flops_by_reg.png
Drawn at 4 px/um. Other sequential cells in the stronger gray, the rest of the logic in the fainter gray.
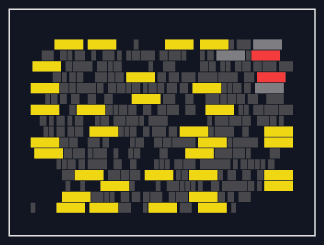
layer_met2.png
Drawn at 4 px/um.
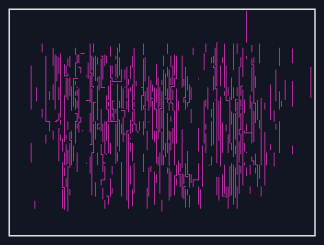
cell_density.png
Drawn at 4 px/um. 8 x 6 tiles, from black (low) to pale yellow (high), 0 to 100% covered.
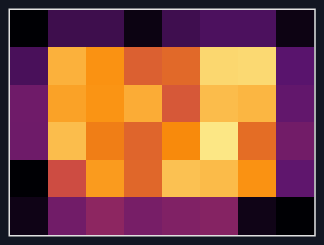
<file path="src/rtl/key_pkg.sv">
// Shared key-handling definitions: FSM state encoding and the default
// cycle constants for the 50 MHz board. The watch mode FSM imports these too.
package key_pkg;

    typedef enum logic [1:0] {
        KEY_IDLE,
        KEY_PRESS,
        KEY_HELD
    } key_state_t;

    // 1 s long-press threshold at 50 MHz
    localparam int KEY_LONG_CYCLES   = 50_000_000;
    // 200 ms auto-repeat period at 50 MHz
    localparam int KEY_REPEAT_CYCLES = 10_000_000;
    // Hold counter width; covers both constants above
    localparam int KEY_CNT_W         = 32;

endpackage : key_pkg

</file>
<file path="src/rtl/key_press_classifier.sv">
// key_press_classifier: turns the debounced key level into one-cycle
// short / long / auto-repeat events plus a "held" level.
// Build option: define KEY_AUTOREPEAT_EN to emit repeat_o pulses while the key
// stays held after a long press; otherwise repeat_o is tied low.
//
// state     | meaning
// ----------+-----------------------------------------------------------
// KEY_IDLE  | key released, waiting for a press
// KEY_PRESS | key down, counting toward the long-press threshold
// KEY_HELD  | long press already reported, key still down
import key_pkg::*;

module key_press_classifier #(
    parameter int LONG_CYCLES   = KEY_LONG_CYCLES,
    parameter int REPEAT_CYCLES = KEY_REPEAT_CYCLES,
    parameter int CNT_W         = KEY_CNT_W
) (
    input  logic clk_i,
    input  logic rst_i,
    input  logic debkey_i,
    output logic short_o,
    output logic long_o,
    output logic repeat_o,
    output logic held_o
);

    // Reject configurations where a threshold could never be reached cleanly.
    if (LONG_CYCLES < 2 || REPEAT_CYCLES < 2) begin : g_bad_param
        $error("key_press_classifier: LONG_CYCLES and REPEAT_CYCLES must be >= 2");
    end

    localparam logic [CNT_W-1:0] CNT_ONE   = CNT_W'(1);
    localparam logic [CNT_W-1:0] LONG_LAST = CNT_W'(LONG_CYCLES - 1);

    key_state_t        state_q, state_d;
    logic [CNT_W-1:0]  cnt_q, cnt_d;
    logic              short_q, short_d;
    logic              long_q, long_d;
    logic              held_q, held_d;

`ifdef KEY_AUTOREPEAT_EN
    localparam logic [CNT_W-1:0] REPEAT_LAST = CNT_W'(REPEAT_CYCLES - 1);
    logic              repeat_q, repeat_d;
`endif

    // Next-state, counter and pulse decode; release always beats the threshold.
    always_comb begin
        state_d  = state_q;
        cnt_d    = cnt_q;
        short_d  = 1'b0;
        long_d   = 1'b0;
`ifdef KEY_AUTOREPEAT_EN
        repeat_d = 1'b0;
`endif
        case (state_q)
            KEY_IDLE: begin
                if (debkey_i) begin
                    state_d = KEY_PRESS;
                    cnt_d   = '0;
                end
            end
            KEY_PRESS: begin
                if (!debkey_i) begin
                    state_d = KEY_IDLE;
                    short_d = 1'b1;
                end else if (cnt_q == LONG_LAST) begin
                    state_d = KEY_HELD;
                    long_d  = 1'b1;
                    cnt_d   = '0;
                end else begin
                    cnt_d = cnt_q + CNT_ONE;
                end
            end
            KEY_HELD: begin
                if (!debkey_i) begin
                    state_d = KEY_IDLE;
                end else begin
`ifdef KEY_AUTOREPEAT_EN
                    if (cnt_q == REPEAT_LAST) begin
                        repeat_d = 1'b1;
                        cnt_d    = '0;
                    end else begin
                        cnt_d = cnt_q + CNT_ONE;
                    end
`else
                    cnt_d = '0;
`endif
                end
            end
            default: begin
                state_d = KEY_IDLE;
                cnt_d   = '0;
            end
        endcase
        held_d = (state_d == KEY_HELD);
    end

    // State, counter and registered outputs; reset discards any press in flight.
    always_ff @(posedge clk_i) begin
        if (rst_i) begin
            state_q  <= KEY_IDLE;
            cnt_q    <= '0;
            short_q  <= 1'b0;
            long_q   <= 1'b0;
            held_q   <= 1'b0;
`ifdef KEY_AUTOREPEAT_EN
            repeat_q <= 1'b0;
`endif
        end else begin
            state_q  <= state_d;
            cnt_q    <= cnt_d;
            short_q  <= short_d;
            long_q   <= long_d;
            held_q   <= held_d;
`ifdef KEY_AUTOREPEAT_EN
            repeat_q <= repeat_d;
`endif
        end
    end

    assign short_o = short_q;
    assign long_o  = long_q;
    assign held_o  = held_q;
`ifdef KEY_AUTOREPEAT_EN
    assign repeat_o = repeat_q;
`else
    assign repeat_o = 1'b0;
`endif

endmodule : key_press_classifier

</file>
<file path="config.mk">
export PLATFORM = sky130hd
export DESIGN_NAME = key_press_classifier
export DESIGN_NICKNAME = d
export VERILOG_FILES = /design/src/rtl/key_pkg.sv /design/src/rtl/key_press_classifier.sv
export SDC_FILE = /design/constraint.sdc
export NUM_CORES = 1
export LEC_CHECK = 0
export CAP_MARGIN = 20
export CORE_ASPECT_RATIO = 0.7
export CORE_MARGIN = 5
export CORE_UTILIZATION = 65
export DETAILED_ROUTE_END_ITERATION = 12
export PLACE_DENSITY = 0.84
export SLEW_MARGIN = 30
export SYNTH_ARGS = -nofsm -noshare
export SYNTH_HDL_FRONTEND = slang
export SYNTH_SLANG_ARGS = --single-unit
</file>
<file path="constraint.sdc">
create_clock -name clk_i -period 2.85 [get_ports clk_i]
set_input_delay 0.4275 -clock clk_i [delete_from_list [all_inputs] [get_ports clk_i]]
set_output_delay 0.4275 -clock clk_i [all_outputs]
set_load 0.01 [all_outputs]
</file>
==> impl_metrics.yaml <==
# implementation run metrics
final_layout:
  lay_top_count: "dfxtp_1"
  drive_gt1_share_pct: 6.97
  comb_area_share_pct: 54.6
  final_cell_mix: "dfxtp_1 (37), nand2_1 (31), nor2_1 (28)"
  inv_count: 3
  clk_share_pct: 4.82
  largest_cell_class: "multi-input combinational cells"
yosys:
  syn_nets: 246
  synthAdderAreaFrac_pct: 0.630
  postSynthAreaPerCell_sq_um: 8.21
global_routing:
  grt_use_met1_pct: 30.0
  use_met3_pct: 5.66
floorplanning:
  dieArea_sq_mm: 0.00428
  die_w_um: 76.1
outcome:
  status: "complete, no violations"
final_timing:
  max_slew_margin_pct: 58.6
  fin_setup_tns_ns: 0
drt:
  highest_layer: "met4"
  drtPass1Iterations: 4
pwr:
  seqPwrFrac_pct: 54.6
  power_switching_w: 0.000207
setup_path:
  regToRegEndpoint: "cnt_q[18]"
  critical_path_arrival_ns: 2.53
  crit_path_start_kind: "flop"
  criticalPathCategory: "reg -> reg"
min_path:
  hold_depth: 1
-- flops_by_reg.png (at the start) --
cnt_q: marked yellow, placed flops 32, where widely spread. state_q: marked red, placed flops 2.
Another 3 sequential cells are not colored.

-- layer_met2.png (at the start) --
The layer carries 1810 um of wire. The layer holds 42% of the routed length.

-- cell_density.png (at the start) --
31% of the tiles are over 75% full. The densest ninth of the die: center. 6.2% of the tiles are nearly empty. The fullest tile reaches 95%.

Power and IR drop assume default switching activity.
